File: src/rtl/exam_job_scheduler_pkg.sv
// Shared types and constants for the exam core job scheduler.
package exam_sched_pkg;

  localparam int OPW = 16;
  localparam logic [OPW-1:0] TIMEOUT_VALUE = 16'hFFFF;

  typedef enum logic [2:0] {
    IDLE    = 3'd0,
    LOAD    = 3'd1,
    ARM     = 3'd2,
    RUN     = 3'd3,
    CAPTURE = 3'd4,
    ABORT   = 3'd5
  } state_t;

  typedef struct packed {
    logic [OPW-1:0] a;
    logic [OPW-1:0] b;
    logic [OPW-1:0] c;
    logic [OPW-1:0] d;
  } job_t;

endpackage

File: src/rtl/exam_job_scheduler_if.sv
// Requester-side bundle: job offer/accept, queue depth, result return and busy.
interface exam_job_scheduler_if #(
  parameter int DEPTH = 4,
  parameter int TAG_W = 4
);
  import exam_sched_pkg::*;

  localparam int PEND_W = $clog2(DEPTH) + 1;

  logic              job_valid;
  logic              job_ready;
  logic [OPW-1:0]    job_a;
  logic [OPW-1:0]    job_b;
  logic [OPW-1:0]    job_c;
  logic [OPW-1:0]    job_d;
  logic [PEND_W-1:0] pending;
  logic              res_valid;
  logic [OPW-1:0]    res_g;
  logic [OPW-1:0]    res_h;
  logic              res_timeout;
  logic [TAG_W-1:0]  res_tag;
  logic              busy;

  modport master (
    output job_valid, job_a, job_b, job_c, job_d,
    input  job_ready, pending, res_valid, res_g, res_h, res_timeout, res_tag, busy
  );

  modport slave (
    input  job_valid, job_a, job_b, job_c, job_d,
    output job_ready, pending, res_valid, res_g, res_h, res_timeout, res_tag, busy
  );

endinterface

File: src/rtl/exam_job_fifo.sv
// DEPTH x 64-bit synchronous job FIFO with occupancy count.
module exam_job_fifo
  import exam_sched_pkg::*;
#(
  parameter int DEPTH = 4
) (
  input  logic                       clk,
  input  logic                       rst,
  input  logic                       push,
  input  logic                       pop,
  input  job_t                       din,
  output job_t                       dout,
  output logic [$clog2(DEPTH):0]     count
);

  localparam int AW = $clog2(DEPTH);
  localparam int CW = AW + 1;

  job_t          mem [DEPTH];
  logic [AW-1:0] wr_ptr;
  logic [AW-1:0] rd_ptr;

  // Storage needs no reset; occupancy is tracked by count alone.
  always_ff @(posedge clk) begin
    if (push) mem[wr_ptr] <= din;
  end

  always_ff @(posedge clk or negedge rst) begin
    if (!rst) begin
      wr_ptr <= '0;
      rd_ptr <= '0;
      count  <= '0;
    end else begin
      if (push) wr_ptr <= wr_ptr + AW'(1);
      if (pop)  rd_ptr <= rd_ptr + AW'(1);
      case ({push, pop})
        2'b10:   count <= count + CW'(1);
        2'b01:   count <= count - CW'(1);
        default: count <= count;
      endcase
    end
  end

  assign dout = mem[rd_ptr];

endmodule

File: src/rtl/exam_job_scheduler.sv
// Queues operand sets and issues them one at a time to the exam core,
// pulsing the core reset between jobs and aborting jobs that overrun.
module exam_job_scheduler
  import exam_sched_pkg::*;
#(
  parameter int              DEPTH   = 4,
  parameter int              TO_W    = 24,
  parameter logic [TO_W-1:0] TIMEOUT = 24'd5_000_000,
  parameter int              TAG_W   = 4
) (
  input  logic                 clk,
  input  logic                 rst,
  exam_job_scheduler_if.slave  job_if,
  output logic                 core_rst,
  output logic                 core_start,
  output logic [OPW-1:0]       core_a,
  output logic [OPW-1:0]       core_b,
  output logic [OPW-1:0]       core_c,
  output logic [OPW-1:0]       core_d,
  input  logic [OPW-1:0]       core_g,
  input  logic [OPW-1:0]       core_h,
  input  logic                 core_done
);

  localparam int CNT_W = $clog2(DEPTH) + 1;

  state_t           state;
  state_t           nxt;
  logic [CNT_W-1:0] count;
  job_t             push_job;
  job_t             head;
  logic             push;
  logic             pop;
  logic             rdy_en;
  logic             fin_ok;
  logic             fin_to;
  logic [TO_W-1:0]  tmr;
  logic [TAG_W-1:0] tag;
  logic [TAG_W-1:0] job_tag;
  logic [TAG_W-1:0] res_tag_q;
  logic             res_valid_q;
  logic             res_timeout_q;
  logic [OPW-1:0]   res_g_q;
  logic [OPW-1:0]   res_h_q;

  // rdy_en holds off acceptance until the first edge after reset release.
  assign job_if.job_ready = rdy_en && (count < CNT_W'(DEPTH));
  assign push             = job_if.job_valid && job_if.job_ready;
  assign push_job         = {job_if.job_a, job_if.job_b, job_if.job_c, job_if.job_d};

  exam_job_fifo #(.DEPTH(DEPTH)) u_fifo (
    .clk   (clk),
    .rst   (rst),
    .push  (push),
    .pop   (pop),
    .din   (push_job),
    .dout  (head),
    .count (count)
  );

  always_ff @(posedge clk or negedge rst) begin
    if (!rst) state <= IDLE;
    else      state <= nxt;
  end

  always_comb begin
    nxt    = state;
    pop    = 1'b0;
    fin_ok = 1'b0;
    fin_to = 1'b0;
    case (state)
      IDLE: begin
        if (count != '0) begin
          pop = 1'b1;
          nxt = LOAD;
        end
      end
      LOAD: nxt = ARM;
      ARM:  nxt = RUN;
      RUN: begin
        // Completion takes priority over an expiring timer on the same cycle.
        if (core_done) begin
          fin_ok = 1'b1;
          nxt    = CAPTURE;
        end else if (tmr == '0) begin
          fin_to = 1'b1;
          nxt    = ABORT;
        end
      end
      CAPTURE: nxt = IDLE;
      ABORT:   nxt = IDLE;
      default: nxt = IDLE;
    endcase
  end

  // Core controls are registered from the next state so they align with it.
  always_ff @(posedge clk or negedge rst) begin
    if (!rst) begin
      rdy_en        <= 1'b0;
      core_rst      <= 1'b0;
      core_start    <= 1'b0;
      core_a        <= '0;
      core_b        <= '0;
      core_c        <= '0;
      core_d        <= '0;
      tmr           <= '0;
      tag           <= '0;
      job_tag       <= '0;
      res_valid_q   <= 1'b0;
      res_timeout_q <= 1'b0;
      res_g_q       <= '0;
      res_h_q       <= '0;
      res_tag_q     <= '0;
    end else begin
      rdy_en      <= 1'b1;
      core_rst    <= (nxt == ARM) || (nxt == RUN) || (nxt == CAPTURE) || (nxt == ABORT);
      core_start  <= (nxt == RUN);
      res_valid_q <= fin_ok || fin_to;
      if (pop) begin
        core_a  <= head.a;
        core_b  <= head.b;
        core_c  <= head.c;
        core_d  <= head.d;
        job_tag <= tag;
      end
      // Down-counter: terminal count of zero marks the last allowed RUN cycle.
      if (state == ARM)
        tmr <= TIMEOUT - TO_W'(1);
      else if ((state == RUN) && (tmr != '0))
        tmr <= tmr - TO_W'(1);
      if (fin_ok) begin
        res_g_q       <= core_g;
        res_h_q       <= core_h;
        res_timeout_q <= 1'b0;
      end else if (fin_to) begin
        res_g_q       <= TIMEOUT_VALUE;
        res_h_q       <= TIMEOUT_VALUE;
        res_timeout_q <= 1'b1;
      end
      if (fin_ok || fin_to) begin
        res_tag_q <= job_tag;
        tag       <= tag + TAG_W'(1);
      end
    end
  end

  assign job_if.pending     = count;
  assign job_if.busy        = (state != IDLE);
  assign job_if.res_valid   = res_valid_q;
  assign job_if.res_g       = res_g_q;
  assign job_if.res_h       = res_h_q;
  assign job_if.res_timeout = res_timeout_q;
  assign job_if.res_tag     = res_tag_q;

endmodule

File: src/flat_wrapper.sv
// flat-port wrapper written by rule: the top's interface ports become plain ports
module exam_job_scheduler_flat import exam_sched_pkg::*;
#(
  parameter int              DEPTH   = 4,
  parameter int              TO_W    = 24,
  parameter logic [TO_W-1:0] TIMEOUT = 24'd5_000_000,
  parameter int              TAG_W   = 4
)
  (clk, rst, core_rst, core_start, core_a, core_b, core_c, core_d, core_g, core_h, core_done, job_if_job_valid, job_if_job_a, job_if_job_b, job_if_job_c, job_if_job_d, job_if_job_ready, job_if_pending, job_if_res_valid, job_if_res_g, job_if_res_h, job_if_res_timeout, job_if_res_tag, job_if_busy);
  exam_job_scheduler_if #(.DEPTH(DEPTH), .TAG_W(TAG_W)) job_if_i ();
  input  logic clk;
  input  logic rst;
  output logic core_rst;
  output logic core_start;
  output logic [OPW-1:0] core_a;
  output logic [OPW-1:0] core_b;
  output logic [OPW-1:0] core_c;
  output logic [OPW-1:0] core_d;
  input  logic [OPW-1:0] core_g;
  input  logic [OPW-1:0] core_h;
  input  logic core_done;
  input wire logic [$bits(job_if_i.job_valid)-1:0] job_if_job_valid;
  input wire logic [$bits(job_if_i.job_a)-1:0] job_if_job_a;
  input wire logic [$bits(job_if_i.job_b)-1:0] job_if_job_b;
  input wire logic [$bits(job_if_i.job_c)-1:0] job_if_job_c;
  input wire logic [$bits(job_if_i.job_d)-1:0] job_if_job_d;
  output wire logic [$bits(job_if_i.job_ready)-1:0] job_if_job_ready;
  output wire logic [$bits(job_if_i.pending)-1:0] job_if_pending;
  output wire logic [$bits(job_if_i.res_valid)-1:0] job_if_res_valid;
  output wire logic [$bits(job_if_i.res_g)-1:0] job_if_res_g;
  output wire logic [$bits(job_if_i.res_h)-1:0] job_if_res_h;
  output wire logic [$bits(job_if_i.res_timeout)-1:0] job_if_res_timeout;
  output wire logic [$bits(job_if_i.res_tag)-1:0] job_if_res_tag;
  output wire logic [$bits(job_if_i.busy)-1:0] job_if_busy;
  assign job_if_i.job_valid = job_if_job_valid;
  assign job_if_i.job_a = job_if_job_a;
  assign job_if_i.job_b = job_if_job_b;
  assign job_if_i.job_c = job_if_job_c;
  assign job_if_i.job_d = job_if_job_d;
  assign job_if_job_ready = job_if_i.job_ready;
  assign job_if_pending = job_if_i.pending;
  assign job_if_res_valid = job_if_i.res_valid;
  assign job_if_res_g = job_if_i.res_g;
  assign job_if_res_h = job_if_i.res_h;
  assign job_if_res_timeout = job_if_i.res_timeout;
  assign job_if_res_tag = job_if_i.res_tag;
  assign job_if_busy = job_if_i.busy;
  exam_job_scheduler #(.DEPTH(DEPTH), .TO_W(TO_W), .TIMEOUT(TIMEOUT), .TAG_W(TAG_W)) u_core (.clk(clk), .rst(rst), .job_if(job_if_i), .core_rst(core_rst), .core_start(core_start), .core_a(core_a), .core_b(core_b), .core_c(core_c), .core_d(core_d), .core_g(core_g), .core_h(core_h), .core_done(core_done));
endmodule
File: config.mk
export PLATFORM = sky130hd
export DESIGN_NAME = exam_job_scheduler_flat
export DESIGN_NICKNAME = d
export VERILOG_FILES = /design/src/rtl/exam_job_scheduler_pkg.sv /design/src/rtl/exam_job_scheduler_if.sv /design/src/rtl/exam_job_fifo.sv /design/src/rtl/exam_job_scheduler.sv /design/src/flat_wrapper.sv
export SDC_FILE = /design/constraint.sdc
export NUM_CORES = 1
export LEC_CHECK = 0
export ABC_AREA = 1
export CORE_MARGIN = 4
export CORE_UTILIZATION = 45
export CTS_CLUSTER_DIAMETER = 80
export DETAILED_ROUTE_END_ITERATION = 16
export PLACE_DENSITY = 0.75
export SLEW_MARGIN = 40
export SYNTH_ARGS = -nofsm -noshare
export SYNTH_HDL_FRONTEND = slang
export SYNTH_HIERARCHICAL = 1
export SYNTH_SLANG_ARGS = --single-unit
export TNS_END_PERCENT = 10
File: constraint.sdc
create_clock -name clk -period 6 [get_ports clk]
set_input_delay 1.8 -clock clk [delete_from_list [all_inputs] [get_ports clk]]
set_output_delay 1.8 -clock clk [all_outputs]
set_load 0.02 [all_outputs]
==> results.sh, run 1 <==
# flow metrics
export IMPL_status="complete, no violations"
export IMPL_first_pass_iters=8
export IMPL_place_port_buffers=208
export IMPL_grt_pass1_vias=11720
export IMPL_most_common_cell="nand2_1"
export IMPL_common_cells="nand2_1, edfxtp_1, nor2_1, inv_1, dfrtp_1"
export IMPL_drive_gt1_frac=0.05770
export IMPL_cts_resized=0
export IMPL_tns_ps=0
export IMPL_areaGrowthSynthToFinish_pct=22.51
export IMPL_r2r_slack_ps=3240
export IMPL_root_buffer="clkbuf_16"
export IMPL_synthArstFlopShare=0.3648
export IMPL_routabilityCongestion=0.8807
export IMPL_finalInstanceArea_um2=20800
export IMPL_post_cts_buffers=0
export IMPL_fin_crit_sh=0.6780
export IMPL_grt_max_degree=199
export IMPL_dp_cells=2316
export IMPL_synthAoiAreaFrac=0.04937
export IMPL_r2r_cells=6
export IMPL_mostFrequentLayoutCell="nand2_1"
export IMPL_clkTransAtPathRegs_ps=60
export IMPL_cts_tree="done"
export IMPL_syn_area_per_cell_um2=10.21
export IMPL_cts_buffers=42
export IMPL_worstReg2RegStart="u_core/state[2]"
export IMPL_grt_setup_unrepaired="no"
export IMPL_post_route_min_period_ps=4068
export IMPL_crit_type="flip-flop to output pin"
export IMPL_fmax_ghz=0.2458
export IMPL_ys_seq_frac=0.6694
export IMPL_first_iter_violations=847
export IMPL_hold_path_class="flip-flop to flip-flop"
export IMPL_drc=0
export IMPL_netlist_logic_family_top="simple AND/OR/NAND/NOR gates"
export IMPL_antenna_found_initial=3
export IMPL_die_area_um2=40900
export IMPL_ys_cells=1663
export IMPL_power_mw=10.47
export IMPL_yosys_warnings=6
export IMPL_die_h_um=202.2
export IMPL_grt_pass1_wl_um=60750
export IMPL_synth_area_um2=16980
export IMPL_p_per_area_nw_per_um2=503.3
export IMPL_ys_sh_xor=0.005674
## run 1: routing by layer
metal  up-vias  GRT usage  part of all wire
met5         -          0           0.00021
met3        56    0.03289             0.057
met1      5621     0.2380              0.43
met2       343     0.3141              0.49
li1       5724          -                 -
met4         2    0.04777             0.018
## run 1: worst max-delay path by stage
stage	from	end	cells after the start
floorplan	job_if_job_valid	u_core/u_fifo/mem[0][0]	4
global placement	job_if_job_valid	u_core/u_fifo/mem[1][60]	6
detailed placement	job_if_job_valid	u_core/u_fifo/mem[1][52]	6
CTS	u_core/state[2]	job_if_busy	3
global route	u_core/state[2]	job_if_busy	3
finish	u_core/state[2]	job_if_busy	3
## run 1: report_power, final
part | internal [mW] | switching (mW) | total (mW)
Combinational | 1.44 | 2.42 | 3.86
Sequential | 3.58 | 0.395 | 3.97
Clock | 1.58 | 1.06 | 2.63
Total | 6.59 | 3.87 | 10.5
## run 1: layout make-up
| class | count | share of cell area |
|---|---|---|
| antenna | 2 | 0.0002406 |
| inverter | 177 | 0.03248 |
| multi-input combinational | 1011 | 0.2158 |
| clock inverter | 15 | 0.008903 |
| clock buffer | 62 | 0.05961 |
| timing repair buffer | 221 | 0.1060 |
| sequential | 403 | 0.5466 |
| tap | 504 | 0.03032 |
## run 1: critical path, cell delays in order (launching register included)
cell,delay [ps]
dfrtp_1,440
nor3_1,600
inv_1,120
clkdlybuf4s50_1,570
## run 1: state kept, by name (all words and copies together), names as in the netlist, 3 cells and up
signal                 cells
u_core/tag                 4
u_core/job_if.res_tag      4
u_core/state               3
u_core/job_tag             4
u_core/u_fifo/count        3
u_core/job_if.res_g       16
u_core/u_fifo/mem        256
u_core/core_c             16
u_core/core_a             16
u_core/core_d             16
u_core/job_if.res_h       16
u_core/tmr                24
u_core/core_b             16
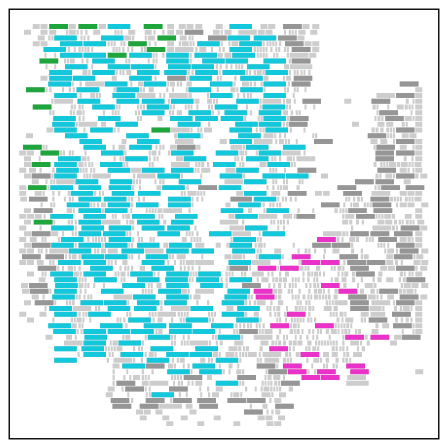
*Register map, names as in the netlist, run 1*
colour	name in the netlist	sequential cells
green	`u_core/core_b`	16
magenta	`u_core/tmr`	24
cyan	`u_core/u_fifo/mem`	256
not coloured	107
Flop area: 11370 um^2
sequential share of cell area: 0.5466
Flop+latch power: 3.97 mW

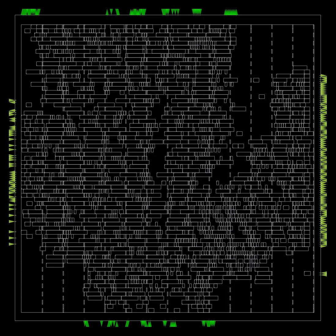
*Cell placement, run 1*
Non-Filler Instances: 2395
core box area: 36870 um^2
Rows: 70
FILL cells: 3085

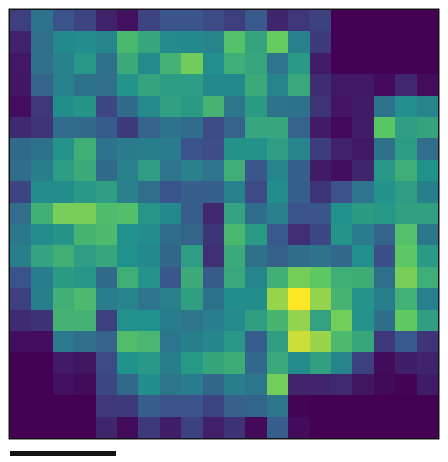
*Wire density map, run 1*
Bar = 50 um. The die is cut into 20 by 20 equal tiles; dark purple is low, yellow is high, scaled to the fullest tile. Values are wire area over tile area, all layers added.
densest ninth of the die	left middle
mean over tiles	0.15
nearly empty tiles	10%
Total Wirelength: 37870 um
Vias: 11750

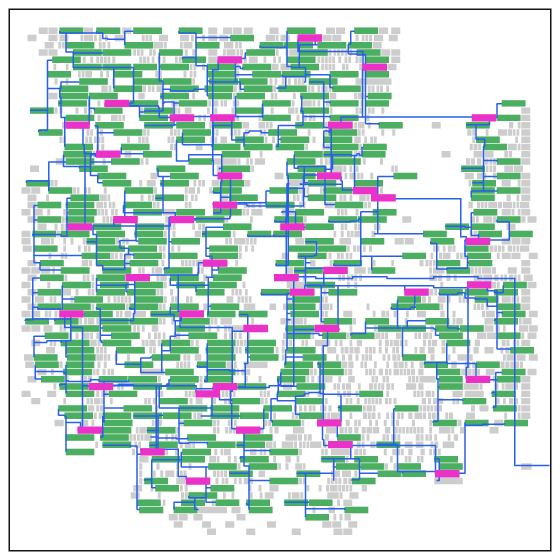
*Clock distribution, run 1*
[blue] clock wires | length: 4570 um
[magenta] cells driving clock nets | count: 42
[green] flip-flops | count: 403
flops lie	spread over the die
Clock power frac: 0.251
clk latency late pin: 540 ps
clock group power: 2.63 mW
clk_skew: 19.75 ps

### Met4 routing, run 1

Bar = 50 um. Supply wires on this layer in grey.
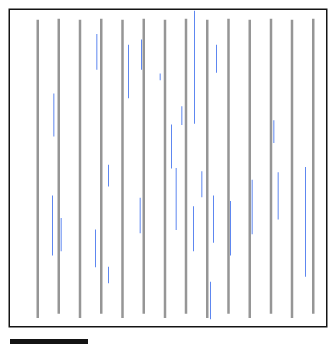

==> run 2: changes to the inputs <==
--- a/config.mk
+++ b/config.mk
@@ -10,7 +10,7 @@
 export CORE_UTILIZATION = 45
 export CTS_CLUSTER_DIAMETER = 80
 export DETAILED_ROUTE_END_ITERATION = 16
-export PLACE_DENSITY = 0.75
+export PLACE_DENSITY = 0.77
 export SLEW_MARGIN = 40
 export SYNTH_ARGS = -nofsm -noshare
 export SYNTH_HDL_FRONTEND = slang
==> constraint.sdc (replaced) <==
create_clock -name clk -period 3.6 [get_ports clk]
set_input_delay 1.08 -clock clk [delete_from_list [all_inputs] [get_ports clk]]
set_output_delay 1.08 -clock clk [all_outputs]
set_load 0.02 [all_outputs]
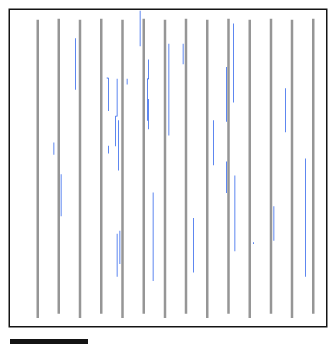
*Met4 routing, run 2*
Bar = 50 um. Supply wires on this layer in grey.
nets with wire on the layer	18
main direction	vertical
longest straight run	75.5 um
Total Wirelength: 37620 um
Vias: 11660

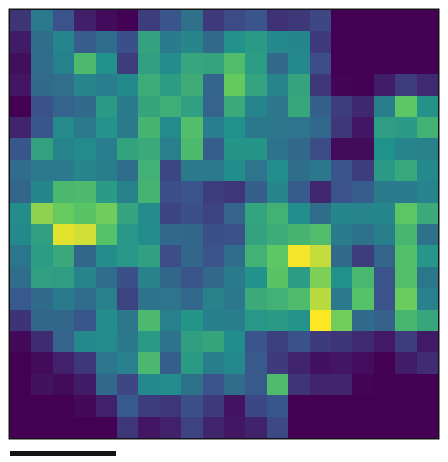
*Wire density map, run 2*
Bar = 50 um. The die is cut into 20 by 20 equal tiles; dark purple is low, yellow is high, scaled to the fullest tile. Values are wire area over tile area, all layers added.
mean over tiles	0.15
tiles over half the peak	26%
nearly empty tiles	12%
fullest tile	0.42
densest ninth of the die	left middle
wire per inst: 15.68 um
Tot GR Track Use: 0.1810

==> results.sh, run 2 <==
# flow metrics
export IMPL_p_per_area_nw_per_um2=835.7
export IMPL_first_pass_iters=5
export IMPL_areaGrowthSynthToFinish_pct=23.49
export IMPL_yosys_warnings=6
export IMPL_finalInstanceArea_um2=20970
export IMPL_num_rows=70
export IMPL_post_route_min_period_ps=3137
export IMPL_mostFrequentLayoutCell="nand2_1"
export IMPL_layout_cells_non_filler=2400
export IMPL_most_common_cell="nand2_1"
export IMPL_cts_resized=0
export IMPL_drive_gt1_frac=0.06276
export IMPL_common_cells="nand2_1, edfxtp_1, nor2_1, inv_1, dfrtp_1"
export IMPL_syn_area_per_cell_um2=10.21
export IMPL_die_h_um=202.2
export IMPL_ys_cells=1663
export IMPL_synthArstFlopShare=0.3648
export IMPL_busiest_layer="met2"
export IMPL_gr_usage_met2=0.3219
export IMPL_crit_type="flip-flop to output pin"
export IMPL_diodes=0
export IMPL_use_met1=0.2264
export IMPL_drc=0
export IMPL_tns_ps=0
export IMPL_first_iter_violations=685
export IMPL_reg_top3="u_core/u_fifo/mem (256), u_core/tmr (24)"
export IMPL_met3_usage=0.03947
export IMPL_clock_latency_ps=530
export IMPL_power_mw=17.52
export IMPL_antenna_found_initial=1
export IMPL_post_cts_buffers=0
export IMPL_largest_reg_flops=256
export IMPL_status="complete, no violations"
export IMPL_core_area_um2=36870
export IMPL_place_port_buffers=208
export IMPL_clkTransAtPathRegs_ps=60
export IMPL_grt_pass1_vias=11780
export IMPL_hold_path_class="primary input to asynchronous set/reset pin"
export IMPL_die_area_um2=40900
export IMPL_fmax_ghz=0.3187
export IMPL_dp_cells=2323
export IMPL_cts_buffers=41
export IMPL_cts_tree="done"
export IMPL_top_register="u_core/u_fifo/mem"
## run 2: logic make-up after synthesis
group | Yosys count | synth area share
AOI/OAI and AO/OA | 124 | 0.04937
and+or+nand+nor | 866 | 0.2010
buffers and inverters | 249 | 0.06728
adders and majority gates | 9 | 0.007075
xor gates and xnor gates | 11 | 0.005674
other | 1 | 0.0002209
DFF | 403 | 0.6694
## run 2: final timing paths
path	cells past startpoint	from	slack, ps	end
worst min-delay path	1	rst	470	u_core/job_if.res_h[7]
worst max-delay path	3	u_core/state[2]	460	job_if_busy
max in group asynchronous	2	rst	2320	u_core/tmr[14]
min in group clk	2	u_core/core_d[2]	480	u_core/core_d[2]
worst min register to register	2	u_core/core_d[2]	480	u_core/core_d[2]
worst max register to register	6	u_core/state[2]	1500	u_core/tmr[16]
## run 2: area by class of cell
class / count / area [um^2]
Fill cell: 2951 / 15910
Sequential cell: 403 / 11370
Multi-Input combinational cell: 1011 / 4481
Timing Repair Buffer: 229 / 2395
Clock buffer: 54 / 1146
Inverter: 177 / 674.4
Tap cell: 504 / 630.6
Clock inverter: 22 / 270.3
## run 2: layer usage
layer | vias to the layer above | wire length, um
met2 | 334 | 18750
met3 | 60 | 2326
met5 | - | 13
met4 | 2 | 771
li1 | 5741 | -
met1 | 5523 | 15760
## run 2: report_power, final
group          leakage, nW  switching [mW]  internal [mW]
clock                0.701            1.74           2.63
sequential            4.12           0.632           5.96
combinational         4.33            4.06           2.50
## run 2: critical path, cell delays in order (launching register included)
cell             delay (ps)
dfrtp_1                 440
nor3_1                  430
inv_1                    90
clkdlybuf4s50_1         570
### Register map, names as in the netlist, run 2

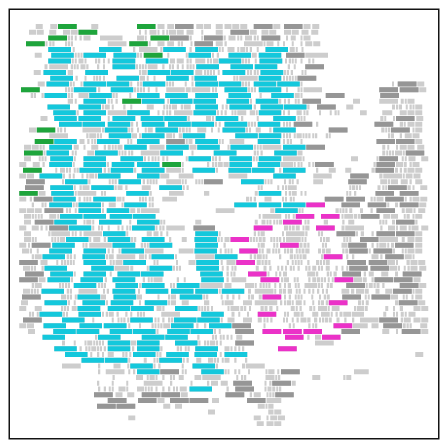

==> run 3: changes to the inputs <==
--- a/config.mk
+++ b/config.mk
@@ -8,8 +8,8 @@
 export ABC_AREA = 1
 export CORE_MARGIN = 4
 export CORE_UTILIZATION = 45
-export CTS_CLUSTER_DIAMETER = 80
 export DETAILED_ROUTE_END_ITERATION = 16
+export GPL_TIMING_DRIVEN = 0
 export PLACE_DENSITY = 0.77
 export SLEW_MARGIN = 40
 export SYNTH_ARGS = -nofsm -noshare
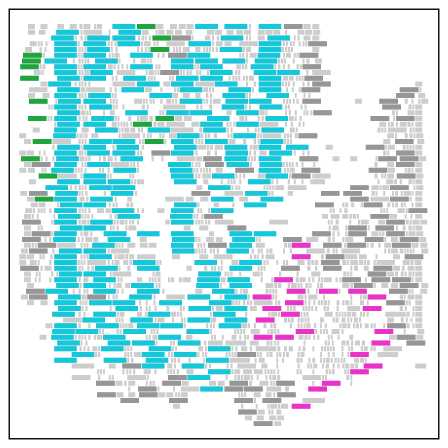
*Register map, names as in the netlist, run 3*
colour	name in the netlist	sequential cells
cyan	`u_core/u_fifo/mem`	256
magenta	`u_core/tmr`	24
green	`u_core/core_b`	16
final core occ: 0.5761
Flop area: 11370 um^2
Flop+latch power: 6.51 mW
sequential share of cell area: 0.5350

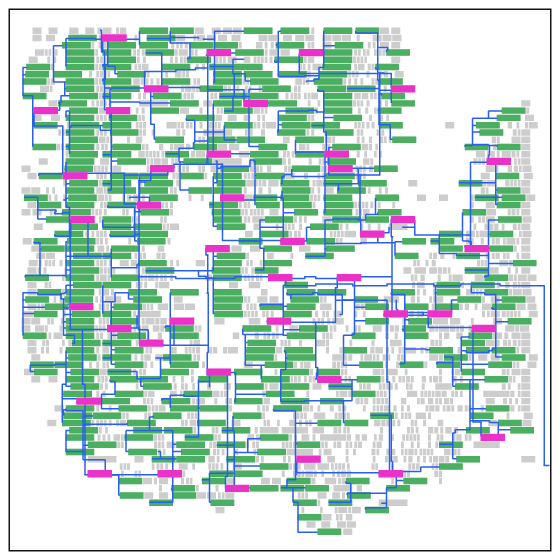
*Clock distribution, run 3*
[blue] clock wires | length: 4610 um
[magenta] cells driving clock nets | count: 41
[green] flip-flops | count: 403
routed clock nets	42
Clock power frac: 0.237
clk latency late pin: 550 ps
clk_skew: 17.48 ps
clock group power: 4.29 mW

==> results.sh, run 3 <==
# flow metrics
export IMPL_status="complete, no violations"
export IMPL_place_port_buffers=208
export IMPL_crit_family="buffers and inverters"
export IMPL_synthArstFlopShare=0.3648
export IMPL_dr_max_layer_used="met5"
export IMPL_drc=0
export IMPL_antenna_found_initial=4
export IMPL_top_register="u_core/u_fifo/mem"
export IMPL_mostFrequentLayoutCell="nand2_1"
export IMPL_wl_per_cell_um=16.64
export IMPL_seqPwrFrac=0.361
export IMPL_tns_ps=0
export IMPL_worstReg2RegStart="u_core/state[2]"
export IMPL_cts_buffers=41
export IMPL_grt_use_total=0.1975
export IMPL_first_iter_violations=789
export IMPL_r2r_cells=8
export IMPL_num_rows=70
export IMPL_die_h_um=202.2
export IMPL_clkTransAtPathRegs_ps=60
export IMPL_ys_cells=1663
export IMPL_p_int_mw=11.24
export IMPL_crit_type="flip-flop to flip-flop"
export IMPL_met3_usage=0.04492
export IMPL_diodes=0
export IMPL_most_common_cell="nand2_1"
export IMPL_grt_pass1_vias=12190
export IMPL_r2r_slack_ps=250
export IMPL_post_route_min_period_ps=3349
export IMPL_syn_area_per_cell_um2=10.21
## run 3: cell counts after synthesis
No cell type changed its count.
## run 3: logic make-up (layout without fill, tap and decap cells)
logic type	Yosys count	count (layout)	share of synthesized area
and+or+nand+nor	866	866	0.2010
DFF	403	403	0.6694
buffers and inverters	249	539	0.06728
AOI/OAI and AO/OA	124	124	0.04937
xor gates and xnor gates	11	11	0.005674
adders and majority gates	9	9	0.007075
other	1	1	0.0002209
## run 3: final cells by class
cell class                      count  area [um^2]
Fill cell                        3019        15630
Buffer                             72        475.5
Clock inverter                     26        287.8
Timing Repair Buffer              214         2245
Multi-Input combinational cell   1011         4471
Tap cell                          504        630.6
Sequential cell                   403        11370
Inverter                          177        686.9
Clock buffer                       50         1081
## run 3: how the worst max path moves through the flow
stage / cells past startpoint / slack [ps] / end / startpoint
6_report: 8 / 250 / u_core/u_fifo/count[1] / u_core/state[2]
4_1_cts: 8 / 210 / u_core/u_fifo/count[1] / u_core/state[2]
5_1_grt: 8 / 70 / u_core/u_fifo/count[1] / u_core/state[2]
3_3_place_gp: 1 / -4820 / u_core/core_b[12] / rst
3_5_place_dp: 8 / 220 / u_core/u_fifo/count[1] / u_core/state[2]
2_1_floorplan: 4 / 360 / u_core/u_fifo/mem[0][0] / job_if_job_valid
## run 3: through the flow
| stage | hold WS (ps) | instances | utilization |
|---|---|---|---|
| 3_5_place_dp | 459.5 | 2381 | 0.5390 |
| 3_3_place_gp | 454.9 | 2375 | 0.5340 |
| 6_report | 380.2 | 2457 | 0.5761 |
| 4_1_cts | 364.5 | 2457 | 0.5761 |
| 5_1_grt | 379.3 | 2457 | 0.5761 |
| 2_1_floorplan | 442.2 | 1663 | - |
Power figures rest on the tool's default switching activity, not on a simulated workload.
